$ cat src/rtl/uart_tx_param_pkg.sv
// Shared definitions for the parametrised UART transmitter and matching receiver.
// Includes state encodings, parity mode constants and the parity helper.
package uart_tx_param_pkg;

  typedef enum logic [2:0] {
    S_IDLE   = 3'd0,
    S_START  = 3'd1,
    S_DATA   = 3'd2,
    S_PARITY = 3'd3,
    S_STOP   = 3'd4
  } uart_state_e;

  localparam int unsigned PAR_NONE      = 0;
  localparam int unsigned PAR_ODD       = 1;
  localparam int unsigned PAR_EVEN      = 2;
  localparam int unsigned MAX_DATA_BITS = 9;

  // Zero padding above the payload leaves the XOR reduction unchanged.
  function automatic logic calc_parity(input logic [MAX_DATA_BITS-1:0] data,
                                       input int unsigned mode);
    return (mode == PAR_ODD) ? ~(^data) : ^data;
  endfunction

endpackage

$ cat src/rtl/uart_baud_counter.sv
// Bit-period timer: counts 0..CLKS_PER_BIT-1 and flags the last clock of each bit.
// bit_end is registered and is high during the cycle the count sits at its terminal value.
module uart_baud_counter #(
  parameter int unsigned CLKS_PER_BIT = 16
) (
  input  logic clk,
  input  logic reset_n,
  input  logic clear,
  output logic bit_end
);

  localparam int unsigned CNT_W = (CLKS_PER_BIT > 1) ? $clog2(CLKS_PER_BIT) : 1;

  logic [CNT_W-1:0] cnt_q;
  logic [CNT_W-1:0] cnt_inc;

  assign cnt_inc = cnt_q + CNT_W'(1);

  // Look one count ahead so the flag lines up with the terminal count.
  always_ff @(posedge clk or negedge reset_n) begin
    if (!reset_n) begin
      cnt_q   <= '0;
      bit_end <= 1'b0;
    end else if (clear) begin
      cnt_q   <= '0;
      bit_end <= 1'b0;
    end else if (cnt_q == CNT_W'(CLKS_PER_BIT - 1)) begin
      cnt_q   <= '0;
      bit_end <= 1'b0;
    end else begin
      cnt_q   <= cnt_inc;
      bit_end <= (cnt_inc == CNT_W'(CLKS_PER_BIT - 1));
    end
  end

endmodule

$ cat src/rtl/uart_tx_param.sv
// Parametrised UART transmitter: configurable data width, parity and stop bits,
// valid/ready frame acceptance and a registered serial line output.
module uart_tx_param
  import uart_tx_param_pkg::*;
#(
  parameter int unsigned DATA_BITS = 8,
  parameter int unsigned PARITY    = 0,
  parameter int unsigned STOP_BITS = 1,
  parameter int unsigned CLK_FREQ  = 100000000,
  parameter int unsigned BAUD      = 9600
) (
  input  logic                 clk,
  input  logic                 reset_n,
  input  logic                 tx_valid,
  output logic                 tx_ready,
  input  logic [DATA_BITS-1:0] tx_data,
  output logic                 tx,
  output logic                 busy,
  output logic                 tx_done
);

  localparam int unsigned CLKS_PER_BIT = CLK_FREQ / BAUD;
  localparam int unsigned BIT_W        = $clog2(DATA_BITS);
  localparam bit          HAS_PARITY   = (PARITY != PAR_NONE);

  if ((DATA_BITS < 5) || (DATA_BITS > 9) || (STOP_BITS < 1) || (STOP_BITS > 2) ||
      (PARITY > PAR_EVEN) || (CLKS_PER_BIT < 2)) begin : g_param_check
    $error("uart_tx_param: illegal parameter combination");
  end

  uart_state_e          state_q, state_d;
  logic [DATA_BITS-1:0] shift_q, shift_d;
  logic [BIT_W-1:0]     bit_cnt_q, bit_cnt_d;
  logic                 stop_cnt_q, stop_cnt_d;
  logic                 par_q, par_d;
  logic                 tx_q, tx_d;
  logic                 busy_q, busy_d;
  logic                 ready_q, ready_d;
  logic                 accept;
  logic                 bit_end;
  logic                 last_stop;

  assign accept    = tx_valid & ready_q;
  assign last_stop = (stop_cnt_q == 1'(STOP_BITS - 1));

  uart_baud_counter #(
    .CLKS_PER_BIT(CLKS_PER_BIT)
  ) u_baud (
    .clk    (clk),
    .reset_n(reset_n),
    .clear  (accept),
    .bit_end(bit_end)
  );

  always_ff @(posedge clk or negedge reset_n) begin
    if (!reset_n) begin
      state_q    <= S_IDLE;
      shift_q    <= '0;
      bit_cnt_q  <= '0;
      stop_cnt_q <= 1'b0;
      par_q      <= 1'b0;
      tx_q       <= 1'b1;
      busy_q     <= 1'b0;
      ready_q    <= 1'b0;
    end else begin
      state_q    <= state_d;
      shift_q    <= shift_d;
      bit_cnt_q  <= bit_cnt_d;
      stop_cnt_q <= stop_cnt_d;
      par_q      <= par_d;
      tx_q       <= tx_d;
      busy_q     <= busy_d;
      ready_q    <= ready_d;
    end
  end

  // Next-state logic; tx_d is the line level for the state being entered.
  always_comb begin
    state_d    = state_q;
    shift_d    = shift_q;
    bit_cnt_d  = bit_cnt_q;
    stop_cnt_d = stop_cnt_q;
    par_d      = par_q;
    tx_d       = tx_q;
    busy_d     = busy_q;
    unique case (state_q)
      S_IDLE: begin
        tx_d   = 1'b1;
        busy_d = 1'b0;
        if (accept) begin
          state_d    = S_START;
          shift_d    = tx_data;
          par_d      = calc_parity(MAX_DATA_BITS'(tx_data), PARITY);
          bit_cnt_d  = '0;
          stop_cnt_d = 1'b0;
          tx_d       = 1'b0;
          busy_d     = 1'b1;
        end
      end
      S_START: begin
        if (bit_end) begin
          state_d = S_DATA;
          tx_d    = shift_q[0];
        end
      end
      S_DATA: begin
        if (bit_end) begin
          shift_d = {1'b0, shift_q[DATA_BITS-1:1]};
          if (bit_cnt_q == BIT_W'(DATA_BITS - 1)) begin
            if (HAS_PARITY) begin
              state_d = S_PARITY;
              tx_d    = par_q;
            end else begin
              state_d = S_STOP;
              tx_d    = 1'b1;
            end
          end else begin
            bit_cnt_d = bit_cnt_q + BIT_W'(1);
            tx_d      = shift_d[0];
          end
        end
      end
      S_PARITY: begin
        if (bit_end) begin
          state_d = S_STOP;
          tx_d    = 1'b1;
        end
      end
      S_STOP: begin
        if (bit_end) begin
          if (last_stop) begin
            state_d = S_IDLE;
            busy_d  = 1'b0;
          end else begin
            stop_cnt_d = 1'b1;
          end
        end
      end
      default: begin
        state_d = S_IDLE;
        tx_d    = 1'b1;
        busy_d  = 1'b0;
      end
    endcase
    ready_d = (state_d == S_IDLE);
  end

  assign tx       = tx_q;
  assign busy     = busy_q;
  assign tx_ready = ready_q;
  // Decoded from flops only: high on the last clock of the final stop bit.
  assign tx_done  = (state_q == S_STOP) & bit_end & last_stop;

endmodule

$ cat config.mk
export PLATFORM = sky130hd
export DESIGN_NAME = uart_tx_param
export DESIGN_NICKNAME = d
export VERILOG_FILES = /design/src/rtl/uart_tx_param_pkg.sv /design/src/rtl/uart_baud_counter.sv /design/src/rtl/uart_tx_param.sv
export SDC_FILE = /design/constraint.sdc
export NUM_CORES = 1
export LEC_CHECK = 0
export ABC_AREA = 0
export CORE_MARGIN = 3
export CORE_UTILIZATION = 45
export DETAILED_ROUTE_END_ITERATION = 7
export PLACE_DENSITY = 0.71
export SLEW_MARGIN = 20
export SYNTH_ARGS = -nofsm -noshare
export SYNTH_HDL_FRONTEND = slang
export SYNTH_SLANG_ARGS = --single-unit
$ cat constraint.sdc
create_clock -name clk -period 2.3 [get_ports clk]
set_clock_uncertainty 0.05 [all_clocks]
set_input_delay 0.46 -clock clk [delete_from_list [all_inputs] [get_ports clk]]
set_output_delay 0.46 -clock clk [all_outputs]
set_load 0.005 [all_outputs]
### The metal 1 layer, run 1

Bar = 20 µm. Supply wires on this layer in grey.
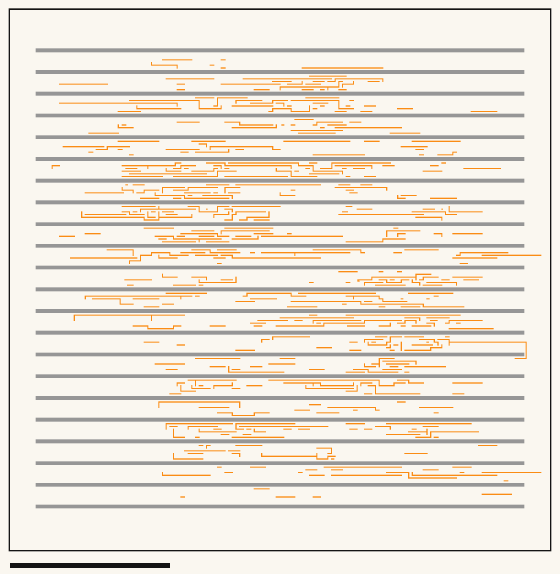
The wires run mostly horizontal. The longest straight run is 14.7 µm. 190 nets have wire on it. The layer holds 45% of the routed length. The layer carries 1,490 µm of wire.
total length of routed wires: 3316 µm
overall via count from detail_route: 1,362
met1 Track Usage GR: 0.2057

### Met2 routing, run 1

Bar = 20 µm.
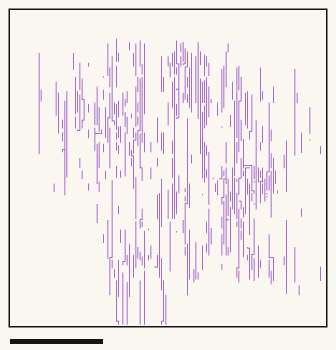
The layer holds 48% of the routed length. The layer carries 1,590 µm of wire.
global-route met2 utilization: 0.2770

==> results.txt, run 1 <==
Item: results of the latest flow run.

- The run finished with clean final reports.
- Per the detailed placement report, the placed cell area equals 1918 µm².
- In the finished design, the share of the clock period the worst path needs comes to 0.8982.
- The endpoint of the worst hold path is bit_cnt_q[2]$_DFFE_PN0P_.
- Once detail routing completed, the nets flagged for antenna violations numbered 0.
- The total grt overflow is 0.
- The number of failing setup endpoints in the final timing report is 0.
- Per the synth log, the flip-flop and latch total comes to 32.
- The final-layout worst hold slack is 0.4609 ns.
- The cell depth of the worst min-delay path is 1.
- The report puts the hold buffer count at CTS at 0.
- The number of placed I/O pins is 15.
- For reference, the mux area share after synthesis is 0.04762.
- The buffer levels on the longest clock path is 2.
- Fill cells in the final layout number 309.
- The number of global-route vias before repair is between 1,000 and 1,500.
- The endpoint of the most critical register-to-register path is u_baud.cnt_q[9]$_DFF_PN0_.
- The initial antenna violation count is 0.
- The detailed-route wire length per cell is 13.53 µm.
- The share of flip-flops with an asynchronous set or reset after synthesis is 1.000.
- The leakage component of the power was reported as 0.8302 nW.
- The slew at the pin with the worst max-slew slack is 0.5313 ns.
- Between the synthesized netlist and the finished layout, the area growth was recorded as 17.07%.
- The power share of the combinational group is 0.038.
- The timing report shows that the slowest cell on the worst path is sky130_fd_sc_hd__clkdlybuf4s50_1.
- The total negative setup slack is 0 ns.
- The analysis reports a worst IR drop on VDD of 288.2 µV.
- For this block, the initial DRC count from the detailed router was 107.
- The slew check shows that the tightest pin keeps a relative margin of 0.6428.
- The number of nets at floorplan is 192.
- The critical path in the final layout is reported with a setup slack of 0.2342 ns.
- By instance count after routing, the leading logic cell types are sky130_fd_sc_hd__dfrtp_1 (31), sky130_fd_sc_hd__nor2_1 (25), sky130_fd_sc_hd__a21oi_1 (18), sky130_fd_sc_hd__nand2_1 (15), sky130_fd_sc_hd__clkdlybuf4s50_1 (14).
- The data arrival time reported for the critical path is roughly 1.6 ns.
- Summing over the stages, the warning tally comes to 27.
- The repair_antennas step left the layout with diodes totalling 0.
- The quantity of I/O buffers inserted on ports is 14.
- The main flop type after synthesis is sky130_fd_sc_hd__dfrtp_1.
- The placeable core region is 3495 µm².
- The worst setup path is captured at an output pin.
- Yosys mapped a number of flops with a built-in enable equal to 0.
- The type of the worst setup path is flip-flop to output pin.
- The CTS tree is built.
- Per the post-CTS timing run, clock transition at the registers of the reported paths is 0.07 ns.
- The power of the sequential group is 0.000573 W.
- The report puts the cell count of the worst reg-to-reg path at 5.
- The final layout contains 213 nets.
- The row count is 21.
- The script logs the ratio of routed vias to standard cells as 5.559.
- The H-tree was split into 2 levels.
- According to the timing report, the data required time at the worst endpoint equals 1.79 ns.
- In the routed design, unresolved DRC markers number 0.
- The total power is 0.001023 W.
- The synthesized area is 1708 µm².
- The final design utilization is 0.5721.
- Of the total power, registers draw 0.560.
- After routing the design area is about 2000 µm².
- In this run, the synthesized area fraction spent on and/or/nand/nor cells is recorded as 0.2454.
- Endpoints failing hold in the final report were tallied at 0.
- The storage element area is 802.0 µm².
- For the finished layout, the period the worst path requires is 2.066 ns.
- The total power divided by cell area is 511.7 nW/µm².
- The switching power is between 0.0002 and 0.00025 W.
- Combinational power for this build is ~0.000039 W.
- The element type at the critical path start is a flip-flop.
- The chip area from the yosys synthesis statistics is about 1700 µm².
- The share of layout cells above drive strength 1 is 0.1106.
- The die outline height is a little under 70 µm.
- The global-route wire length before repair is 5775 µm.
- The post-synthesis cell count is ~180.
- By instance count after routing, the leading logic cell type is sky130_fd_sc_hd__dfrtp_1.
- The area share of xor/xnor cells in the synthesized design is 0.05641.
- The internal power of the cells is about 0.0008 W.
- After legalization and detailed placement, the total HPWL measured roughly 2400 µm.
- The number of max-capacitance violations reported is 0.
- The post-route non-filler standard cell count is 245.
- For flop-to-flop paths, the worst setup slack is 0.35 ns.
- The mean cell area of the mapped netlist is between 9 and 10 µm².
- The area taken by multi-input combinational cells is reported as slightly below 900 µm².
- The share of total power in the clock network is 0.402.
- The longest individual stage delay on the worst path is a little under 0.5 ns.
- As reported, the later end of the worst-skew pair has a clock insertion delay of between 0.2 and 0.3 ns.
- The iteration count recorded for the first detailed-route pass is 4.
- The tree is rooted in a sky130_fd_sc_hd__clkbuf_8.
- The global routing report lists combined usage of all routing layers as 0.1750.
- The final count of pins violating max slew is 0.
- The post-place setup slack is 0.3385 ns.
- The aoi/oai-family share of the synthesized area is 0.1282.
- Among the non-sequential cells, simple AND/OR/NAND/NOR gates take the most area.
- The core utilization at floorplan is 0.4887.
- The clock-net power is around 0.00041 W.
- The cell total after placement is 237.
- The count of distinct cell types in the synthesized netlist is 39.
- The highest-power group is registers.
- The total die area is between 4000 and 5000 µm².
- According to the floorplan report, the die width is 67.61 µm.
- The achievable clock frequency is between 0.4 and 0.5 GHz.
- The launch point of the worst register-to-register path is recorded as u_baud.cnt_q[0]$_DFF_PN0_.
- In this run the worst path has a maximum fanout of 7.
- The count of buffers added by post-CTS timing repair for setup is 0.
- Entering global routing, the biggest net connects 33 pins.
- Post-CTS repair changed the size of 0 cells.
- Routability-driven placement finished with a final weighted congestion of 0.7939.
- Setup repair after global routing left no endpoint under its margin.
- The cell total in the yosys stat output is 177.
- For this run, the register share of the synthesized area comes to 0.4696.
- The synthesized-area fraction occupied by adder cells is 0.02930.
- The startpoint of the tightest hold check path is bit_cnt_q[2]$_DFFE_PN0P_.
- Switching power as a fraction of the total was reported as 0.2156.
- The CTS report gives the tree buffer count as 5.
- Checking hold timing, the worst path is listed with class flip-flop to flip-flop.
- The clock sink count is 32.
- The cell sequence reported for the critical path is nor2_1, and3_1, clkdlybuf4s50_1.
- The number of warning messages in the yosys log is 0.
### Met3 routing, run 1

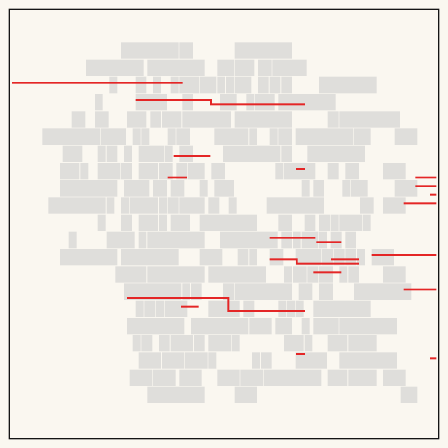
The layer holds 4.7% of the routed length. The layer carries 157 µm of wire. The longest straight run is 26.7 µm. The wires run mostly horizontal.
global routing met3 resource utilization: 0.06489

## run 1: state kept, by name, summed over array words and instances (netlist names)
name            cells
shift_q             8
tx                  1
busy                1
u_baud.bit_end      1
u_baud.cnt_q       14
tx_ready            1
bit_cnt_q           3
state_q             3
## run 1: layout make-up
cell class	count	area share
multi-input combinational	135	0.4330
timing repair buffer	18	0.08511
inverter	6	0.01126
clock buffer	7	0.03817
sequential	32	0.4011
clock inverter	1	0.002503
tap	46	0.02879
## run 1: worst max path at each step
stage | startpoint | depth (start not counted) | end | slack, ns
after global routing | state_q[1]$_DFF_PN0_ | 3 | tx_done | 0.13
after CTS | state_q[1]$_DFF_PN0_ | 3 | tx_done | 0.23
after detailed placement | tx_valid | 6 | bit_cnt_q[0]$_DFFE_PN0P_ | 0.34
after floorplan | u_baud.cnt_q[0]$_DFF_PN0_ | 6 | u_baud.bit_end$_DFF_PN0_ | 0.60
after global placement | tx_valid | 6 | bit_cnt_q[0]$_DFFE_PN0P_ | 0.37
final | state_q[1]$_DFF_PN0_ | 3 | tx_done | 0.23
## run 1: worst max-delay path: cells and delay by family (launching register included)
family	cells	cell delay [ns]
DFF	1	0.46
and+or+nand+nor	2	0.31
buffers and inverters	1	0.49
## run 1: synthesized netlist by cell type, types with 2 or more instances
| cell type | n | area share |
|---|---|---|
| sky130_fd_sc_hd__and4_4 | 3 | 0.020 |
| sky130_fd_sc_hd__xnor2_1 | 6 | 0.031 |
| sky130_fd_sc_hd__inv_1 | 6 | 0.013 |
| sky130_fd_sc_hd__nor4_1 | 2 | 0.0073 |
| sky130_fd_sc_hd__and2_1 | 2 | 0.0073 |
| sky130_fd_sc_hd__o21ai_0 | 7 | 0.021 |
| sky130_fd_sc_hd__buf_2 | 2 | 0.0059 |
| sky130_fd_sc_hd__nand2b_1 | 2 | 0.0073 |
| sky130_fd_sc_hd__nand3_1 | 7 | 0.021 |
| sky130_fd_sc_hd__nand4_1 | 3 | 0.011 |
| sky130_fd_sc_hd__nand2_1 | 15 | 0.033 |
| sky130_fd_sc_hd__ha_1 | 4 | 0.029 |
| sky130_fd_sc_hd__and3_1 | 4 | 0.015 |
| sky130_fd_sc_hd__dfrtp_1 | 31 | 0.45 |
| sky130_fd_sc_hd__a22o_1 | 2 | 0.010 |
| sky130_fd_sc_hd__nor3_1 | 2 | 0.0059 |
| sky130_fd_sc_hd__mux2i_1 | 7 | 0.041 |
| sky130_fd_sc_hd__nor4b_2 | 2 | 0.018 |
| sky130_fd_sc_hd__xor2_1 | 5 | 0.026 |
| sky130_fd_sc_hd__clkbuf_1 | 2 | 0.0044 |
| sky130_fd_sc_hd__o31ai_1 | 2 | 0.0088 |
| sky130_fd_sc_hd__nor2_1 | 25 | 0.055 |
| sky130_fd_sc_hd__or3_1 | 3 | 0.011 |
| sky130_fd_sc_hd__a21oi_1 | 18 | 0.053 |
## run 1: per-layer routing
layer | track usage | wire, µm | vias up
li1 | - | - | 674
met1 | 0.2057 | 1492 | 654
met2 | 0.2770 | 1591 | 28
met3 | 0.06489 | 157 | 6
met4 | 0.09114 | 74 | 0
met5 | 0 | 0 | -
==> run 2, diff against run 1 <==
Settings changed: CAP_MARGIN set to 20.
### Met3 routing, run 2

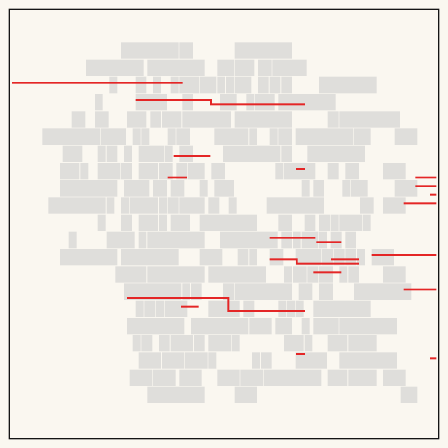
The layer carries 157 µm of wire. The wires run mostly horizontal.

### Met2 routing, run 2

Bar = 20 µm.
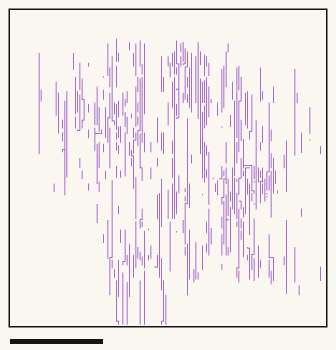
The wires run mostly vertical. The layer holds 48% of the routed length. 180 nets have wire on it. The longest straight run is 30.3 µm.

==> run 2 against run 1 <==
Effect of this change: sequential share of layout area unchanged; utilization unchanged; sequential cell count unchanged; first-iteration DRC count unchanged; highest routed layer unchanged; sequential power about the same; area after synthesis unchanged; combinational power about the same; cell count unchanged.
==> results.txt, run 2 <==
Item: results of the latest flow run.

- The most frequently placed logic cell in the final layout is sky130_fd_sc_hd__dfrtp_1 (unchanged).
- The number of filler cells placed in the layout is 309 (unchanged).
- The chip area from the yosys synthesis statistics was 1708 µm² (unchanged).
- The count of unresolved DRC violations after routing is 0 (unchanged).
- The clock sink count is 32 (unchanged).
- The element type at the critical path start is a flip-flop (unchanged).
- The post-DP HPWL was 2428 µm (unchanged).
- The type of the worst min-delay path is flip-flop to flip-flop (unchanged).
- The largest register by flop count is u_baud.cnt_q (unchanged).
- The clock-pin slew of the registers on the worst-case setup and hold paths is 0.07 ns (about the same).
- The number of failing setup endpoints in the final timing report was 0 (unchanged).
- The layout overhead on the synthesized area is 17.07% (unchanged).
- The count of distinct cell types in the synthesized netlist was 39 (unchanged).
- The root cell of the clock tree is sky130_fd_sc_hd__clkbuf_8 (unchanged).
- The count of tool warnings came to 27 (unchanged).
- Status: finished clean (unchanged).
- The number of hold buffers added after CTS is 0 (unchanged).
- The initial detailed-routing violation count came to 107 (unchanged).
- The count of buffers added by post-CTS timing repair for setup came to 0 (unchanged).
- The slew at the pin with the worst max-slew slack came to 0.5313 ns (unchanged).
- The remaining antenna violation count after routing is 0 (unchanged).
- The worst endpoint data arrival time is 1.56 ns (about the same).
- The worst max-slew margin expressed relative to the limit is 0.6428 (unchanged).
- The achievable clock frequency is 0.4841 GHz (unchanged).
- The data required time of the critical path is 1.79 ns (about the same).
- The reg-to-reg startpoint is u_baud.cnt_q[0]$_DFF_PN0_ (unchanged).
- The cell total in the yosys stat output is 177 (unchanged).
- The CTS tree is built (unchanged).
- The total negative setup slack came to 0 ns (unchanged).
- The post-route clock period utilization was 0.8982 (unchanged).
- The number of global-route vias before repair is 1,292 (unchanged).
- The total global-route track usage is 0.1750 (unchanged).
- The number of nets at floorplan is 192 (unchanged).
- Most common library cells after synthesis: sky130_fd_sc_hd__dfrtp_1 (31), sky130_fd_sc_hd__nor2_1 (25), sky130_fd_sc_hd__a21oi_1 (18), sky130_fd_sc_hd__nand2_1 (15) (unchanged).
- The number of failing hold endpoints at the final stage is 0 (unchanged).
- The final RePlAce weighted congestion is 0.7939 (unchanged).
- Top Registers: u_baud.cnt_q (14), shift_q (8) (unchanged).
- The buffer levels on the longest clock path is 2 (unchanged).
- The total power divided by cell area is 511.7 nW/µm² (unchanged).
- The die outline height is 67.61 µm (unchanged).
- The core utilization at floorplan is 0.4887 (unchanged).
- The synthesized area is 1708 µm² (unchanged).
- The row count was 21 (unchanged).
- The placeable core region was 3495 µm² (unchanged).
- The slowest cell on the critical path is sky130_fd_sc_hd__clkdlybuf4s50_1 (unchanged).
- The latest clock arrival within the worst-skew pair is 0.29 ns (about the same).
- The dominant cell by count in the synthesized netlist is sky130_fd_sc_hd__dfrtp_1 (unchanged).
- The share of flip-flops with an asynchronous set or reset after synthesis is 1.000 (unchanged).
- The initial antenna violation count is 0 (unchanged).
- The total routed wirelength is 3316 µm (unchanged).
- The total grt overflow came to 0 (unchanged).
- The maximum level of the CTS H-tree is 2 (unchanged).
- The last element of the critical path is tx_done (unchanged).
- The post-synth tally of flip-flops with integrated enable was 0 (unchanged).
- The length of the first detailed-routing pass in iterations is 4 (unchanged).
- The worst setup path startpoint is state_q[1]$_DFF_PN0_ (unchanged).
- The met3 routing resource usage after global routing is 0.06489 (unchanged).
- The minimum period implied by the final worst setup slack was 2.066 ns (unchanged).
- The number of cells on the worst reg-to-reg path is 5 (unchanged).
- The endpoint of the most critical register-to-register path is u_baud.cnt_q[9]$_DFF_PN0_ (unchanged).
- The quantity of I/O buffers inserted on ports is 14 (unchanged).
- The global-route wire length before repair came to 5775 µm (unchanged).
- The flip-flop and latch count after synthesis is 32 (unchanged).
- The count of buffer and inverter cells on the critical path is 1 (unchanged).
- The capturing element type of the critical path is an output pin (unchanged).
- The mean cell area of the mapped netlist is 9.649 µm² (unchanged).
- Most common logic cells in the final layout: sky130_fd_sc_hd__dfrtp_1 (31), sky130_fd_sc_hd__nor2_1 (25), sky130_fd_sc_hd__a21oi_1 (18), sky130_fd_sc_hd__nand2_1 (15), sky130_fd_sc_hd__clkdlybuf4s50_1 (14) (unchanged).
- The number of placed I/O pins was 15 (unchanged).
- The number of max-capacitance violations reported came to 0 (unchanged).
- The total power was 0.001023 W (unchanged).
- Crit path cell chain: nor2_1, and3_1, clkdlybuf4s50_1 (unchanged).
- The final count of pins violating max slew is 0 (unchanged).
- The number of buffers inserted during clock tree synthesis is 5 (unchanged).
- The largest fanout on the critical path is 7 (unchanged).
- The gate family responsible for the most delay along the worst path is buffers and inverters (unchanged).
- The global routing usage on met1 is 0.2057 (unchanged).
- The share of layout cells above drive strength 1 is 0.1106 (unchanged).
- Setup repair after global routing missed its margin: no (unchanged).
- The cell type with the largest total area is sky130_fd_sc_hd__dfrtp_1 (unchanged).
- The proportion of netlist area held by the largest area contributor was 0.4542 (unchanged).
- The maximum number of pins on one net before global-route repair is 33 (unchanged).
- The proportion of synthesized chip area in sequential cells is 0.4696 (unchanged).
- The total die area came to 4570 µm² (unchanged).
- The via density per instance is 5.559 (unchanged).
- The logic depth of the worst setup path including buffers is 3 (unchanged).
- The detailed-route wire length per cell was 13.53 µm (unchanged).
- The number of nets in the finished design came to 213 (unchanged).
- Cell types with the largest area share after synthesis: sky130_fd_sc_hd__dfrtp_1 (45%), sky130_fd_sc_hd__nor2_1 (5.5%), sky130_fd_sc_hd__a21oi_1 (5.3%), sky130_fd_sc_hd__mux2i_1 (4.1%), sky130_fd_sc_hd__nand2_1 (3.3%) (unchanged).
- The count of antenna diodes in the layout was 0 (unchanged).
- The peak supply drop is 288.2 µV (unchanged).
- The main flop type after synthesis is sky130_fd_sc_hd__dfrtp_1 (unchanged).
- The worst-case register-to-register setup slack is 0.35 ns (about the same).
- The type of the worst setup path is flip-flop to output pin (unchanged).
- The global routing's busiest layer is met2 (unchanged).
- The via count is 1,362 (unchanged).
- The horizontal extent of the die came to 67.61 µm (unchanged).
- The number of warning messages in the yosys log is 0 (unchanged).
- The global-route met2 utilization is 0.2770 (unchanged).
- The post-synthesis cell count is 177 (unchanged).
- The longest individual stage delay on the worst path was 0.49 ns (about the same).
- The number of flip-flops under the largest register name is 14 (unchanged).
- The standby leakage power is 0.8302 nW (unchanged).
- The cell resize tally after clock tree synthesis was 0 (unchanged).
==> run 2: cell counts after synthesis <==
No cell type changed its count.
==> run 2: layout make-up <==
type | count | area, µm² | share of cell area
well taps | 46 | 57.56 | 0.02879
flip-flops and latches | 32 | 802.0 | 0.4011
repair buffers | 18 | 170.2 | 0.08511
clock buffers | 7 | 76.32 | 0.03817
inverters | 6 | 22.52 | 0.01126
clock inverters | 1 | 5.005 | 0.002503
multi-input cells | 135 | 865.8 | 0.4330
==> run 2: cell families after synthesis <==
logic type / count (synthesis) / share of synthesized area
adder cells (fa/ha/maj): 4 / 0.02931
AND-OR/OR-AND: 36 / 0.1282
multiplexers: 8 / 0.04762
AND/OR/NAND/NOR: 76 / 0.2454
XOR/XNOR: 11 / 0.05641
buffers and inverters: 10 / 0.02344
flip-flops: 32 / 0.4696
==> run 2: routing by layer <==
layer,up-vias,wire [µm]
met1,654,1492
met2,28,1591
met4,0,74
met3,6,157
li1,674,-
met5,-,0
==> run 2: how the worst min path moves through the flow <==
stage / start / end / slack [ns] / cells after the start
floorplan: reset_n / bit_cnt_q[0]$_DFFE_PN0P_ / 0.11 / 0
global placement: bit_cnt_q[1]$_DFFE_PN0P_ / bit_cnt_q[1]$_DFFE_PN0P_ / 0.44 / 1
detailed placement: bit_cnt_q[2]$_DFFE_PN0P_ / bit_cnt_q[2]$_DFFE_PN0P_ / 0.45 / 1
CTS: bit_cnt_q[2]$_DFFE_PN0P_ / bit_cnt_q[2]$_DFFE_PN0P_ / 0.46 / 1
global route: bit_cnt_q[1]$_DFFE_PN0P_ / bit_cnt_q[1]$_DFFE_PN0P_ / 0.49 / 1
finish: bit_cnt_q[2]$_DFFE_PN0P_ / bit_cnt_q[2]$_DFFE_PN0P_ / 0.46 / 1
==> run 2: through the flow <==
stage	setup slack, ns	instance area (µm²)	utilization	hold slack [ns]	cells
6_report	0.2342	1999	0.5721	0.4609	245
5_1_grt	0.1318	1999	0.5721	0.4875	245
4_1_cts	0.2329	1999	0.5721	0.4633	245
3_5_place_dp	0.3385	1918	0.5489	0.4481	237
3_3_place_gp	0.3748	1918	0.5489	0.4405	237
2_1_floorplan	0.6027	1708	-	0.1144	177
==> run 2: report_power, final <==
group	switching, W	internal (W)	total (W)
logic	0.0000177	0.0000213	0.0000391
clock network	0.000199	0.000212	0.000411
registers	0.00000349	0.000569	0.000573
### Clock distribution, run 2

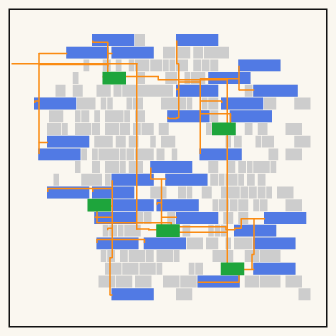

==> run 3, diff against run 2 <==
Settings changed: CORE_MARGIN 3 to not set.
### Clock distribution, run 3

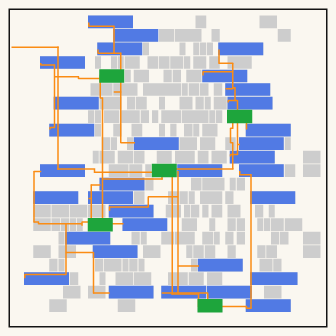
Key: clock drivers = green [count 5]; flip-flops = blue [count 32]; clock wires = orange [length 444 µm]
Position of the flops: all over the die.
clock network latency to the later pin of the worst-skew pair: 0.28 ns
Clk pwr share: 0.435
power in the clock group: 0.000471 W

### The metal 1 layer, run 3

Bar = 20 µm. Supply wires on this layer in grey.
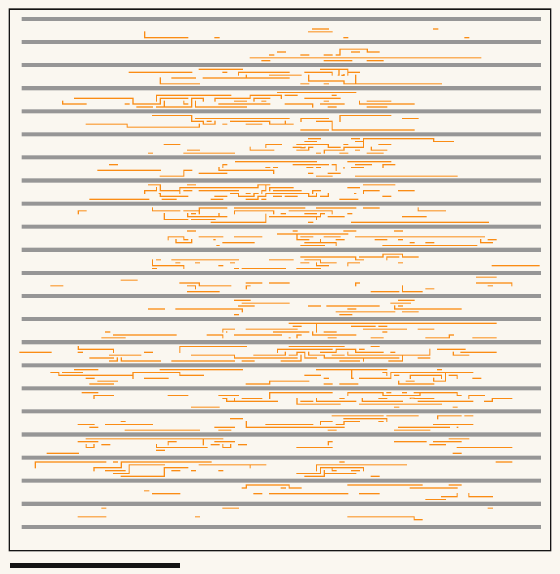
The layer carries 1,490 µm of wire. The layer holds 45% of the routed length.
overall via count from detail_route: 1,346
total length of routed wires: 3336 µm

==> run 3 against run 2 <==
Effect of this change: final area up 1.1%; critical path depth unchanged; power up 5.8%; largest power group unchanged.
==> results.txt, run 3 <==
Item: results of the latest flow run.

- The final count of pins violating max slew was 0 (unchanged).
- The number of placed I/O pins is 15 (unchanged).
- The minimum period implied by the final worst setup slack is 2.070 ns (was 2.066 ns).
- Status: finished clean (unchanged).
- The count of buffer and inverter cells on the critical path is 1 (unchanged).
- The number of cells on the worst reg-to-reg path is 6 (was 5).
- The post-DP HPWL is 2459 µm (was 2428 µm).
- The total grt overflow came to 0 (unchanged).
- The reg-to-reg startpoint is u_baud.cnt_q[0]$_DFF_PN0_ (unchanged).
- The number of failing hold endpoints at the final stage is 0 (unchanged).
- The global routing's busiest layer is met2 (unchanged).
- The initial detailed-routing violation count is 82 (was 107).
- The number of hold buffers added after CTS was 0 (unchanged).
- The chip area from the yosys synthesis statistics is 1708 µm² (unchanged).
- The fraction of power consumed by sequential logic came to 0.529 (was 0.560).
- Most common logic cells in the final layout: sky130_fd_sc_hd__dfrtp_1 (31), sky130_fd_sc_hd__nor2_1 (25), sky130_fd_sc_hd__a21oi_1 (18), sky130_fd_sc_hd__nand2_1 (15), sky130_fd_sc_hd__clkdlybuf4s50_1 (14) (unchanged).
- The buffer levels on the longest clock path came to 2 (unchanged).
- The share of flip-flops with an asynchronous set or reset after synthesis is 1.000 (unchanged).
- The count of tool warnings is 27 (unchanged).
- The layout overhead on the synthesized area came to 18.32% (was 17.07%).
- The detailed-route wire length per cell is 13.51 µm (was 13.53 µm).
- The count of buffers added by post-CTS timing repair for setup is 0 (unchanged).
- The proportion of synthesized chip area in sequential cells came to 0.4696 (unchanged).
- The number of warning messages in the yosys log is 0 (unchanged).
- The worst max-slew margin expressed relative to the limit is 0.6922 (was 0.6428).
- The worst endpoint data arrival time is 1.56 ns (about the same).
- The slew at the pin with the worst max-slew slack came to 0.4575 ns (was 0.5313 ns).
- The CTS tree is built (unchanged).
- The remaining antenna violation count after routing is 0 (unchanged).
- The total power divided by cell area is 535.8 nW/µm² (was 511.7 nW/µm²).
- The number of buffers inserted during clock tree synthesis is 5 (unchanged).
- The number of global-route vias before repair came to 1,297 (was 1,292).
- The via density per instance is 5.449 (was 5.559).
- The placeable core region came to 3661 µm² (was 3495 µm²).
- The flip-flop and latch count after synthesis is 32 (unchanged).
- The clock sink count is 32 (unchanged).
- The count of distinct cell types in the synthesized netlist was 39 (unchanged).
- The standby leakage power is 0.8394 nW (was 0.8302 nW).
- The area of all placed cells without fillers is 2021 µm² (was 1999 µm²).
- Top Registers: u_baud.cnt_q (14), shift_q (8) (unchanged).
- The post-synth tally of flip-flops with integrated enable is 0 (unchanged).
- The number of max-capacitance violations reported is 0 (unchanged).
- The count of antenna diodes in the layout is 0 (unchanged).
- The clock-pin slew of the registers on the worst-case setup and hold paths is 0.07 ns (about the same).
- The met3 routing resource usage after global routing is 0.06703 (was 0.06489).
- The internal power of the cells is 0.0008633 W (was 0.0008025 W).
- The cell resize tally after clock tree synthesis is 0 (unchanged).
- The capturing element type of the critical path is an output pin (unchanged).
- The share of layout cells above drive strength 1 came to 0.1156 (was 0.1106).
- The element type at the critical path start is a flip-flop (unchanged).
- The startpoint of the tightest hold check path was bit_cnt_q[2]$_DFFE_PN0P_ (unchanged).
- The achievable clock frequency is 0.4831 GHz (was 0.4841 GHz).
- The number of nets in the finished design is 213 (unchanged).
- Crit path cell chain: nor2_1, and3_1, clkdlybuf4s50_1 (unchanged).
- The number of nets at floorplan is 192 (unchanged).
- The proportion of netlist area held by the largest area contributor is 0.4542 (unchanged).
- The largest register by flop count is u_baud.cnt_q (unchanged).
- The global-route met2 utilization is 0.3098 (was 0.2770).
- The total die area is 4046 µm² (was 4570 µm²).
- The root cell of the clock tree is sky130_fd_sc_hd__clkbuf_8 (unchanged).
- Setup repair after global routing missed its margin: no (unchanged).
- The global routing usage on met1 is 0.2185 (was 0.2057).
- The endpoint of the most critical register-to-register path is u_baud.bit_end$_DFF_PN0_ (was u_baud.cnt_q[9]$_DFF_PN0_).
- The largest fanout on the critical path came to 7 (unchanged).
- The global-route wire length before repair is 5720 µm (was 5775 µm).
- The row count is 22 (was 21).
- The die outline height is 63.61 µm (was 67.61 µm).
- The number of failing setup endpoints in the final timing report is 0 (unchanged).
- The count of unresolved DRC violations after routing is 0 (unchanged).
- Cell types with the largest area share after synthesis: sky130_fd_sc_hd__dfrtp_1 (45%), sky130_fd_sc_hd__nor2_1 (5.5%), sky130_fd_sc_hd__a21oi_1 (5.3%), sky130_fd_sc_hd__mux2i_1 (4.1%), sky130_fd_sc_hd__nand2_1 (3.3%) (unchanged).
- The longest individual stage delay on the worst path came to 0.49 ns (about the same).
- The most frequently placed logic cell in the final layout is sky130_fd_sc_hd__dfrtp_1 (unchanged).
- The quantity of I/O buffers inserted on ports is 14 (unchanged).
- The cell total in the yosys stat output is 177 (unchanged).
- The power share of the combinational group is 0.036 (was 0.038).
- The maximum number of pins on one net before global-route repair is 33 (unchanged).
- The final RePlAce weighted congestion is 0.8187 (was 0.7939).
- The core utilization at floorplan is 0.4665 (was 0.4887).
- The total global-route track usage was 0.1913 (was 0.1750).
- The number of flip-flops under the largest register name came to 14 (unchanged).
- The data required time of the critical path is 1.79 ns (about the same).
- The total negative setup slack is 0 ns (unchanged).
- The post-route clock period utilization is 0.9000 (was 0.8982).
- The maximum level of the CTS H-tree is 2 (unchanged).
- The placed standard-cell area is 1921 µm² (was 1918 µm²).
- The post-synthesis cell count came to 177 (unchanged).
- The cell depth of the worst min-delay path is 1 (unchanged).
- The synthesized area is 1708 µm² (unchanged).
- The horizontal extent of the die is 63.61 µm (was 67.61 µm).
- The type of the worst setup path was flip-flop to output pin (unchanged).
- The worst-case register-to-register setup slack is 0.42 ns (was 0.35 ns).
- The initial antenna violation count is 0 (unchanged).
- The cell type with the largest total area was sky130_fd_sc_hd__dfrtp_1 (unchanged).
- The mean cell area of the mapped netlist is 9.649 µm² (unchanged).
- Most common library cells after synthesis: sky130_fd_sc_hd__dfrtp_1 (31), sky130_fd_sc_hd__nor2_1 (25), sky130_fd_sc_hd__a21oi_1 (18), sky130_fd_sc_hd__nand2_1 (15) (unchanged).
- The slowest cell on the critical path was sky130_fd_sc_hd__clkdlybuf4s50_1 (unchanged).
- The gate family responsible for the most delay along the worst path is buffers and inverters (unchanged).
- The dominant cell by count in the synthesized netlist is sky130_fd_sc_hd__dfrtp_1 (unchanged).
- The endpoint of the worst hold path is bit_cnt_q[2]$_DFFE_PN0P_ (unchanged).
- The switching power as a share of total power came to 0.2025 (was 0.2156).
- The length of the first detailed-routing pass in iterations came to 4 (unchanged).
- The logic depth of the worst setup path including buffers is 3 (unchanged).
- The peak supply drop is 283.8 µV (was 288.2 µV).
- The main flop type after synthesis is sky130_fd_sc_hd__dfrtp_1 (unchanged).
- The switching power is 0.0002193 W (was 0.0002206 W).
- The type of the worst min-delay path was flip-flop to flip-flop (unchanged).
## run 3: layer usage
layer | vias up | part of all wire
met2 | 30 | 0.49
met5 | - | 0
li1 | 668 | -
met4 | 0 | 0.020
met3 | 6 | 0.040
met1 | 642 | 0.45
## run 3: cell type report
cell class / count / area (µm²)
clock buffer: 8 / 100.1
fill: 339 / 1640
inverter: 6 / 22.52
multi-input combinational: 135 / 865.8
sequential: 32 / 802.0
tap: 48 / 60.06
timing repair buffer: 18 / 170.2
## run 3: worst register-to-register path, cell delays in order (launching register included)
cell	delay [ns]
sky130_fd_sc_hd__dfrtp_1	0.43
sky130_fd_sc_hd__ha_1	0.27
sky130_fd_sc_hd__and4_4	0.28
sky130_fd_sc_hd__nand4_4	0.12
sky130_fd_sc_hd__nor4b_2	0.27
sky130_fd_sc_hd__a211oi_1	0.10
sky130_fd_sc_hd__nor4b_2	0.28
## run 3: stage by stage
step	utilization	std cells	hold slack [ns]	total power, W	setup WS (ns)
2_1_floorplan	-	177	0.1144	0.0005912	0.6027
3_3_place_gp	0.5246	239	0.4395	0.0006214	0.3748
3_5_place_dp	0.5246	239	0.4668	0.0006236	0.3446
5_1_grt	0.5519	247	0.4938	0.001133	0.1435
4_1_cts	0.5519	247	0.4843	0.001103	0.2182
6_report	0.5519	247	0.4834	0.001083	0.2301
## run 3: cell families (layout without fill, tap and decap cells)
kind of cell / after synthesis / in the layout / share of synthesized area
flops: 32 / 32 / 0.4696
xor+xnor: 11 / 11 / 0.05641
fa+ha+maj: 4 / 4 / 0.02931
compound gates: 36 / 36 / 0.1282
buf+inv: 10 / 32 / 0.02344
mux: 8 / 8 / 0.04762
simple gates: 76 / 76 / 0.2454
## run 3: worst max-delay path by stage
stage | start | end
floorplan | u_baud.cnt_q[0]$_DFF_PN0_ | u_baud.bit_end$_DFF_PN0_
global placement | tx_valid | bit_cnt_q[0]$_DFFE_PN0P_
detailed placement | tx_valid | bit_cnt_q[0]$_DFFE_PN0P_
CTS | state_q[0]$_DFF_PN0_ | tx_done
global route | state_q[0]$_DFF_PN0_ | tx_done
finish | state_q[1]$_DFF_PN0_ | tx_done
## run 3: power groups by stage
| stage | Clock (W) | Combinational [W] | Sequential [W] |
|---|---|---|---|
| finish | 0.000471 | 0.0000386 | 0.000573 |
| global route | 0.000516 | 0.0000436 | 0.000573 |
| CTS | 0.000490 | 0.0000401 | 0.000573 |
| detailed placement | 0 | 0.0000402 | 0.000583 |
| global placement | 0 | 0.0000386 | 0.000583 |
| floorplan | 0 | 0.00000902 | 0.000582 |
No activity file was given, so power comes from the tool's default toggle rates.
